run_1/congestion.png
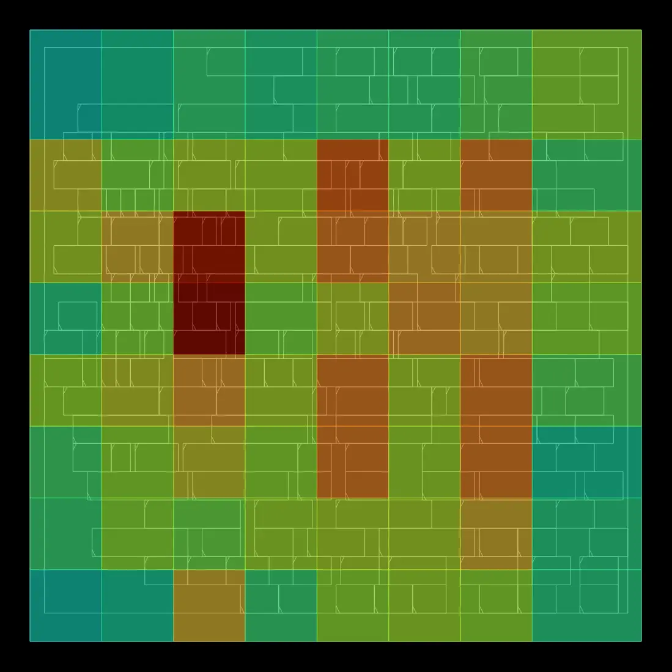
run_1/power_grid.png
Drawn at 8 px/um. Pins as bars on the die edge.
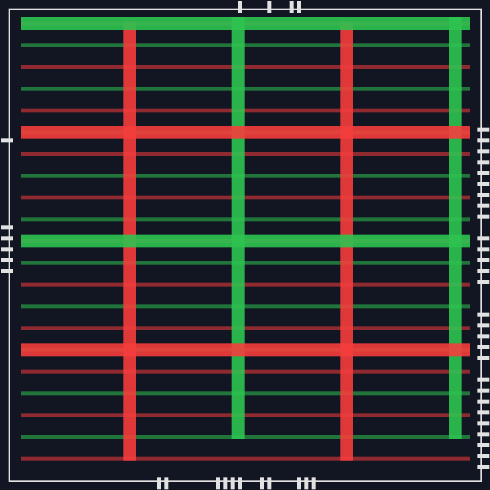
run_1/clk_routes.png
Drawn at 10 px/um.
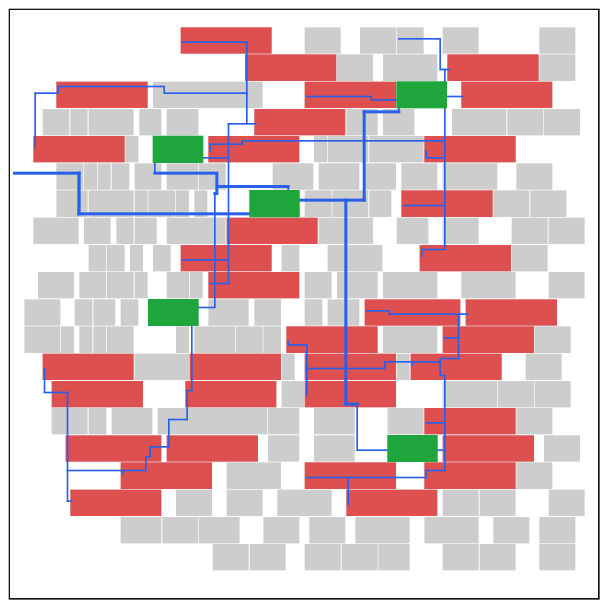
### config.mk
export PLATFORM = sky130hd
export DESIGN_NAME = bus_rw_master
export DESIGN_NICKNAME = d
export VERILOG_FILES = /design/src/rtl/bus_rw_pkg.sv /design/src/rtl/bus_wait_cnt.sv /design/src/rtl/bus_rw_master.sv
export SDC_FILE = /design/constraint.sdc
export NUM_CORES = 1
export LEC_CHECK = 0
export CORE_UTILIZATION = 52
export CTS_BUF_LIST = sky130_fd_sc_hd__clkbuf_8
export CTS_CLUSTER_DIAMETER = 150
export DETAILED_ROUTE_END_ITERATION = 6
export GPL_ROUTABILITY_DRIVEN = 0
export PLACE_DENSITY = 0.87
export SLEW_MARGIN = 20
export SYNTH_ARGS = -nofsm -noshare
export SYNTH_HDL_FRONTEND = slang
export SYNTH_SLANG_ARGS = --single-unit
### constraint.sdc
create_clock -name clk -period 2.25 [get_ports clk]
set_input_delay 0.5625 -clock clk [delete_from_list [all_inputs] [get_ports clk]]
set_output_delay 0.5625 -clock clk [all_outputs]
set_load 0.02 [all_outputs]
### src/rtl/bus_rw_pkg.sv
// Shared types and constants for the bus read/write sequencer.
package bus_rw_pkg;

    localparam int DATA_W_DEF = 8;

    localparam logic BUS_READ  = 1'b1;
    localparam logic BUS_WRITE = 1'b0;

    localparam logic OE_ON  = 1'b1;
    localparam logic OE_OFF = 1'b0;

    typedef enum logic [2:0] {
        IDLE,
        WR,
        TURN,
        RD_WAIT,
        RESP
    } state_t;

endpackage

### src/rtl/bus_wait_cnt.sv
// 4-bit loadable down-counter; done flags the last cycle of a wait (count==1).
module bus_wait_cnt (
    input  logic       clk,
    input  logic       rst,
    input  logic       load,
    input  logic [3:0] load_val,
    input  logic       en,
    output logic       done
);

    logic [3:0] cnt;

    always_ff @(posedge clk or posedge rst) begin
        if (rst) begin
            cnt <= 4'd0;
        end else if (load) begin
            cnt <= load_val;
        end else if (en && (cnt != 4'd0)) begin
            cnt <= cnt - 4'd1;
        end
    end

    assign done = (cnt == 4'd1);

endmodule

### src/rtl/bus_rw_master.sv
// Sequences writes/reads on a shared tri-state bus with one R/W* line,
// inserting turnaround guard cycles and optional write read-back.
//
// state   | meaning
// IDLE    | bus in READ, waiting for a request
// WR      | single bus-write cycle (target captures)
// TURN    | guard cycles after a write, bus released
// RD_WAIT | bus in READ, waiting for target data to settle
// RESP    | response presented until accepted
module bus_rw_master
    import bus_rw_pkg::*;
#(
    parameter int DATA_W    = DATA_W_DEF,
    parameter int TURN_CYC  = 1,
    parameter int READ_WAIT = 2,
    parameter int VERIFY    = 1
) (
    input  logic              clk,
    input  logic              rst,
    input  logic              req_valid,
    output logic              req_ready,
    input  logic              req_write,
    input  logic [DATA_W-1:0] req_wdata,
    output logic              rsp_valid,
    input  logic              rsp_ready,
    output logic [DATA_W-1:0] rsp_rdata,
    output logic              rsp_err,
    output logic              bus_rnw,
    output logic [DATA_W-1:0] bus_dout,
    output logic [DATA_W-1:0] bus_oe,
    input  logic [DATA_W-1:0] bus_din
);

    localparam logic [3:0] TURN_V = 4'(TURN_CYC);
    localparam logic [3:0] READ_V = 4'(READ_WAIT);
    localparam logic       VERIFY_B = (VERIFY != 0);
    localparam logic       HAS_TURN = (TURN_CYC > 0);

    state_t            state, next_state;
    logic              cnt_load;
    logic [3:0]        cnt_val;
    logic              cnt_en;
    logic              cnt_done;
    logic              wr_lat;
    logic [DATA_W-1:0] wdata_lat;

    bus_wait_cnt u_wait_cnt (
        .clk      (clk),
        .rst      (rst),
        .load     (cnt_load),
        .load_val (cnt_val),
        .en       (cnt_en),
        .done     (cnt_done)
    );

    always_ff @(posedge clk or posedge rst) begin
        if (rst) begin
            state <= IDLE;
        end else begin
            state <= next_state;
        end
    end

    always_comb begin
        next_state = state;
        cnt_load   = 1'b0;
        cnt_val    = 4'd0;
        cnt_en     = 1'b0;
        case (state)
            IDLE: begin
                if (req_valid) begin
                    if (req_write) begin
                        next_state = WR;
                    end else begin
                        next_state = RD_WAIT;
                        cnt_load   = 1'b1;
                        cnt_val    = READ_V;
                    end
                end
            end
            WR: begin
                if (HAS_TURN) begin
                    next_state = TURN;
                    cnt_load   = 1'b1;
                    cnt_val    = TURN_V;
                end else if (VERIFY_B) begin
                    next_state = RD_WAIT;
                    cnt_load   = 1'b1;
                    cnt_val    = READ_V;
                end else begin
                    next_state = RESP;
                end
            end
            TURN: begin
                cnt_en = 1'b1;
                if (cnt_done) begin
                    if (VERIFY_B) begin
                        next_state = RD_WAIT;
                        cnt_load   = 1'b1;
                        cnt_val    = READ_V;
                    end else begin
                        next_state = RESP;
                    end
                end
            end
            RD_WAIT: begin
                cnt_en = 1'b1;
                if (cnt_done) begin
                    next_state = RESP;
                end
            end
            RESP: begin
                if (rsp_ready) begin
                    next_state = IDLE;
                end
            end
            default: next_state = IDLE;
        endcase
    end

    // Bus controls are registered from next_state so rnw and oe flip on the same edge.
    always_ff @(posedge clk or posedge rst) begin
        if (rst) begin
            bus_rnw  <= BUS_READ;
            bus_oe   <= {DATA_W{OE_OFF}};
            bus_dout <= '0;
        end else begin
            bus_rnw <= (next_state == WR) ? BUS_WRITE : BUS_READ;
            bus_oe  <= (next_state == WR) ? {DATA_W{OE_ON}} : {DATA_W{OE_OFF}};
            if (next_state == WR) begin
                bus_dout <= req_wdata;
            end
        end
    end

    always_ff @(posedge clk or posedge rst) begin
        if (rst) begin
            wr_lat    <= 1'b0;
            wdata_lat <= '0;
            rsp_rdata <= '0;
            rsp_err   <= 1'b0;
        end else begin
            if ((state == IDLE) && req_valid) begin
                wr_lat    <= req_write;
                wdata_lat <= req_wdata;
                rsp_err   <= 1'b0;
            end
            if ((state == RD_WAIT) && cnt_done) begin
                rsp_rdata <= bus_din;
                rsp_err   <= VERIFY_B & wr_lat & (bus_din != wdata_lat);
            end
        end
    end

    assign req_ready = (state == IDLE);
    assign rsp_valid = (state == RESP);

endmodule
==> run summary, run 1 <==
status - finished, final reports clean
Setup crit start kind - flip-flop
cell taking the most area after synthesis - dfrtp_1
Chip Width - 58.8 um
Critical Path RT - 1.69 ns
DRT antenna net count - 0
Max transition margin - 71.5%
Crit path buffers/inverters - 1
distinct cell type count after synthesis - 29
n_diodes - 0
top flop regs - bus_dout (8), rsp_rdata (8), wdata_lat (8)
Hold-fix buffers, CTS - 0
cycle use final - 96.8%
Clk pin slew, worst setup/hold paths - 0.06 ns
CTS tree - built
M1 WL - 1370 um
largest net degree at the start of global routing - 36
max-capacitance violation count - 0
buffering overhead - 22.4%
Max Slew Vio Count - 0
CLK BUF - 5
logic gate share of total power - 42.8%
yosys stat chip area - 1680 um^2
Leak - 1.04 nW
Clock Sinks - 35
vias in the first global route - 1103
First DRT Iteration DRCs - 28
Power Total - 3.19 mW
drt first pass iters - 2
Synth top cell by count - dfrtp_1
initial antenna violation count - 0
worst path cell trace - nor3_1 -> clkdlybuf4s50_1
I/O pin cnt - 49
About congestion.png:
WL per Instance: 14.4 um
GR peak layer: met2
Core Util, Final: 75.2%
M2 GR Usage: 35.4%
global routing usage on met3: 4.18%

About power_grid.png:
[green] VDD
[red] VSS
met4 straps: 4
rows: 20

About clk_routes.png:
[blue] clock wires | length: 382 um
[green] clock drivers | count: 5
[red] flip-flops | count: 35
flops lie: spread over the die
routed clock nets: 6
clk_lat worst skew: 0.29 ns
clock skew: 0.00725 ns
Clk pwr share: 20.9%
clock network power: 0.665 mW

==> run 1 -> run 2 <==
--- a/config.mk
+++ b/config.mk
@@ -5,13 +5,14 @@
 export SDC_FILE = /design/constraint.sdc
 export NUM_CORES = 1
 export LEC_CHECK = 0
-export CORE_UTILIZATION = 52
+export CORE_UTILIZATION = 49
 export CTS_BUF_LIST = sky130_fd_sc_hd__clkbuf_8
 export CTS_CLUSTER_DIAMETER = 150
 export DETAILED_ROUTE_END_ITERATION = 6
 export GPL_ROUTABILITY_DRIVEN = 0
-export PLACE_DENSITY = 0.87
+export PLACE_DENSITY = 0.81
 export SLEW_MARGIN = 20
 export SYNTH_ARGS = -nofsm -noshare
 export SYNTH_HDL_FRONTEND = slang
+export SYNTH_HIERARCHICAL = 1
 export SYNTH_SLANG_ARGS = --single-unit
==> constraint.sdc (replaced) <==
create_clock -name clk -period 2.05 [get_ports clk]
set_input_delay 0.5125 -clock clk [delete_from_list [all_inputs] [get_ports clk]]
set_output_delay 0.5125 -clock clk [all_outputs]
set_load 0.02 [all_outputs]
run_2/clk_routes.png
Drawn at 10 px/um.
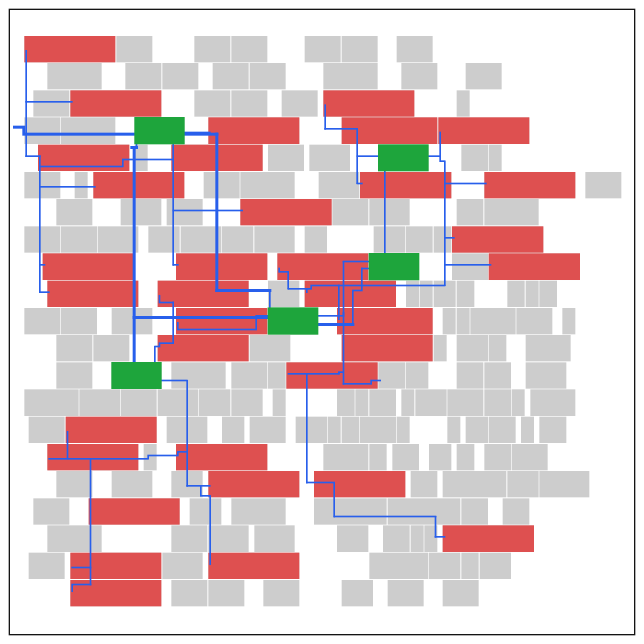
[red] flip-flops | count: 35
[blue] clock wires | length: 407 um
[green] clock drivers | count: 5
flops lie: spread over the die
routed clock nets: 6

run_2/power_grid.png
Drawn at 8 px/um. Pins as bars on the die edge.
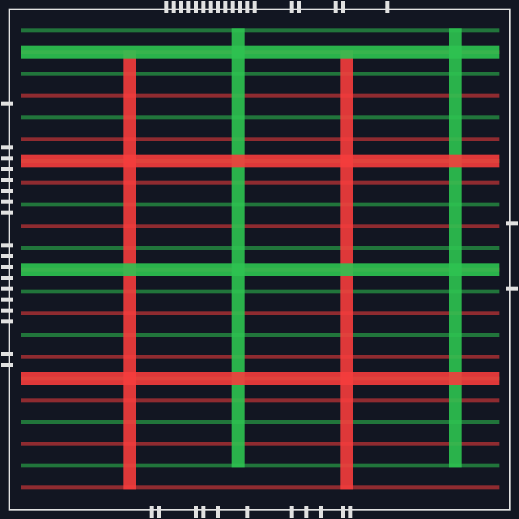
[red] VSS
[green] VDD
met1 rails: 22
signal pins: 49
met5 straps: 4
met4 straps: 4
rows: 21

==> run 2 against run 1 <==
Final cell count increased by 8.6%. Combinational power is 19% higher. Total power grew 5.2%. Via count rose by 13%. Highest routed layer unchanged. Non-clock buffer count up 7. Core utilization down 5.1 points. Sequential power is 9% higher.
==> run summary, run 2 <==
Clk pwr share - 13.9% (-7.0 points)
vias in the first global route - 1369 (+24%)
DRT antenna net count - 0 (unchanged)
logic gate share of total power - 48.3% (+5.5 points)
worst path cell trace - clkdlybuf4s50_1 -> nor2b_1 -> nor2_1 -> o22a_1 -> nor2_1 -> buf_4 -> buf_4 -> o311ai_1
buffering overhead - 23.9% (+1.6 points)
clock skew - 0.00290 ns (-0.00435 ns)
n_diodes - 0 (unchanged)
max-capacitance violation count - 0 (unchanged)
sequential power share - 37.8%
drt first pass iters - 4 (+2)
Clock Sinks - 35 (unchanged)
GR peak layer - met2
yosys stat chip area - 1790 um^2 (+6.5%)
CLK BUF - 5 (unchanged)
distinct cell type count after synthesis - 39 (+34%)
Leak - 1.08 nW (+4.4%)
I/O pin cnt - 49 (unchanged)
Crit path buffers/inverters - 3 (+2)
status - finished, final reports clean
sw power - 1.21 mW
Critical Path RT - 2.19 ns (+0.50 ns)
Clk pin slew, worst setup/hold paths - 0.06 ns (about the same)
clk_lat worst skew - 0.28 ns (about the same)
Log Warnings - 27
Power Total - 3.35 mW (+5.2%)
largest net degree at the start of global routing - 32 (-11%)
initial antenna violation count - 0 (unchanged)
top flop regs - bus_dout (8), rsp_rdata (8), wdata_lat (8)
number of cells in Yosys stat - 140
top cells by area, synth - dfrtp_1, mux2_2, mux2_4
cycle use final - 94.2%
Chip Width - 62.4 um (+6.1%)
clock network power - 0.465 mW (-30%)
cell taking the most area after synthesis - dfrtp_1
dominant logic cell type in the layout - clkdlybuf4s50_1
Hold-fix buffers, CTS - 0 (unchanged)
Setup WS post-layout - 0.120 ns
run_2/congestion.png
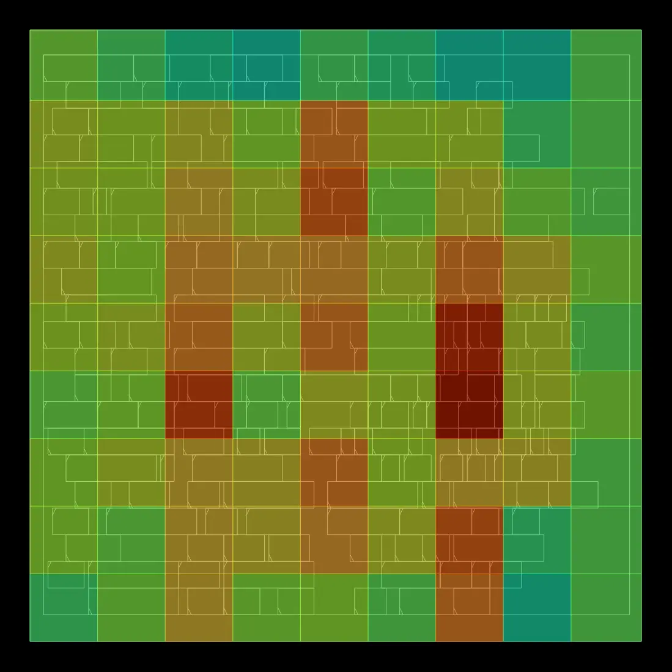
Core Util, Final: 70.1%
WL per Instance: 15.2 um
M1 GR Usage: 24.5%

==> run 2 -> run 3 <==
==> constraint.sdc (replaced) <==
create_clock -name clk -period 2.05 [get_ports clk]
set_input_delay 0.615 -clock clk [delete_from_list [all_inputs] [get_ports clk]]
set_output_delay 0.615 -clock clk [all_outputs]
set_load 0.02 [all_outputs]
run_3/cell_density.png
Drawn at 4 px/um. The die is cut into 6 by 6 equal tiles; white is low, dark blue is high, 0 to 100% covered.
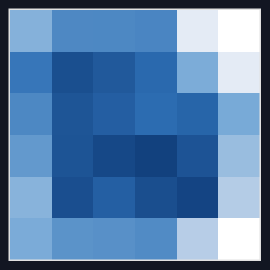
emptiest ninth of the die: top right
densest ninth of the die: middle
mean over tiles: 61%
nearly empty tiles: 5.6%
Core Util, Final: 71.5%
core area: 3420 um^2
Init Core Util: 52.3%

run_3/wires.png
Drawn at 10 px/um. Only two layers are drawn.
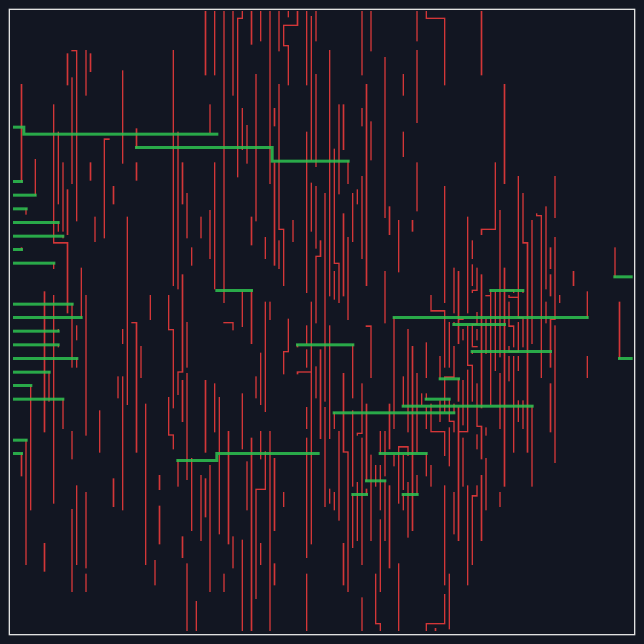
[red] metal 2 | wire length: 1900 um
[green] metal 3 | wire length: 200 um

==> run 3 against run 2 <==
Count of clock-buffer cells in the layout unchanged. Global-route usage decreased by 0.13 points. Final cell count unchanged. Register-to-register slack improved by 0.04 ns. Critical path depth decreased by 7. Via count decreased by 2.0%. Fmax decreased by 4.0%. Clock power increased by 32%. Critical path type is now flip-flop to output port. Largest power group unchanged.
==> run summary, run 3 <==
CLK BUF - 5 (unchanged)
Clk pwr share - 17.6% (+3.7 points)
dominant logic cell type in the layout - clkdlybuf4s50_1
DRT antenna net count - 0 (unchanged)
worst path cell trace - clkdlybuf4s50_1
status - finished, final reports clean
Clk pin slew, worst setup/hold paths - 0.07 ns (about the same)
max-capacitance violation count - 0 (unchanged)
Log Warnings - 27 (unchanged)
Hold-fix buffers, CTS - 0 (unchanged)
sw power - 1.23 mW (+1.4%)
yosys stat chip area - 1790 um^2 (unchanged)
Power Total - 3.50 mW (+4.3%)
Setup WS post-layout - 0.0396 ns (-0.0801 ns)
sequential power share - 36.1% (-1.7 points)
vias in the first global route - 1286 (-6.1%)
n_diodes - 0 (unchanged)
I/O pin cnt - 49 (unchanged)
top cells by area, synth - dfrtp_1, mux2_2, mux2_4
number of cells in Yosys stat - 140 (unchanged)
drt first pass iters - 4 (unchanged)
distinct cell type count after synthesis - 39 (unchanged)
WL per Instance - 15.5 um (+1.8%)
M1 GR Usage - 24.7% (+0.21 points)
top flop regs - bus_dout (8), rsp_rdata (8), wdata_lat (8)
logic gate share of total power - 46.4% (-1.9 points)
cell taking the most area after synthesis - dfrtp_1
clock skew - 0.00345 ns (+0.000547 ns)
run_3/congestion.png
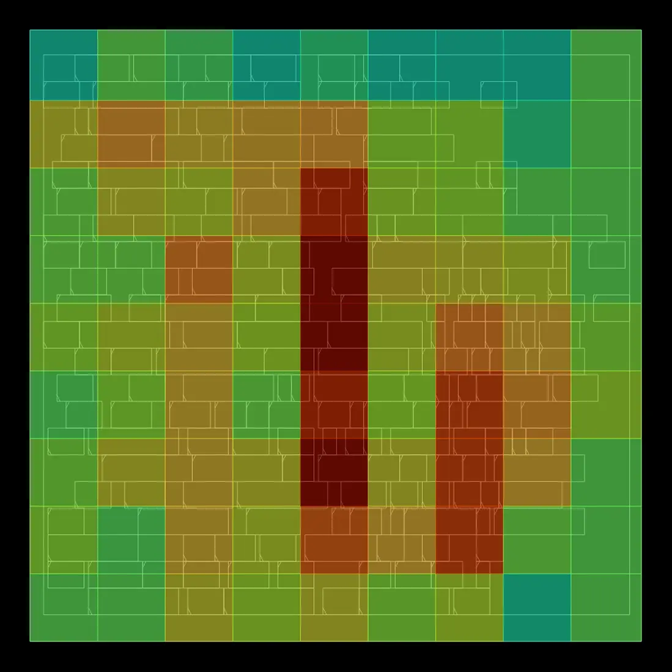
global routing usage on met3: 4.56%
M2 GR Usage: 37.5%

Power and IR drop assume default switching activity.
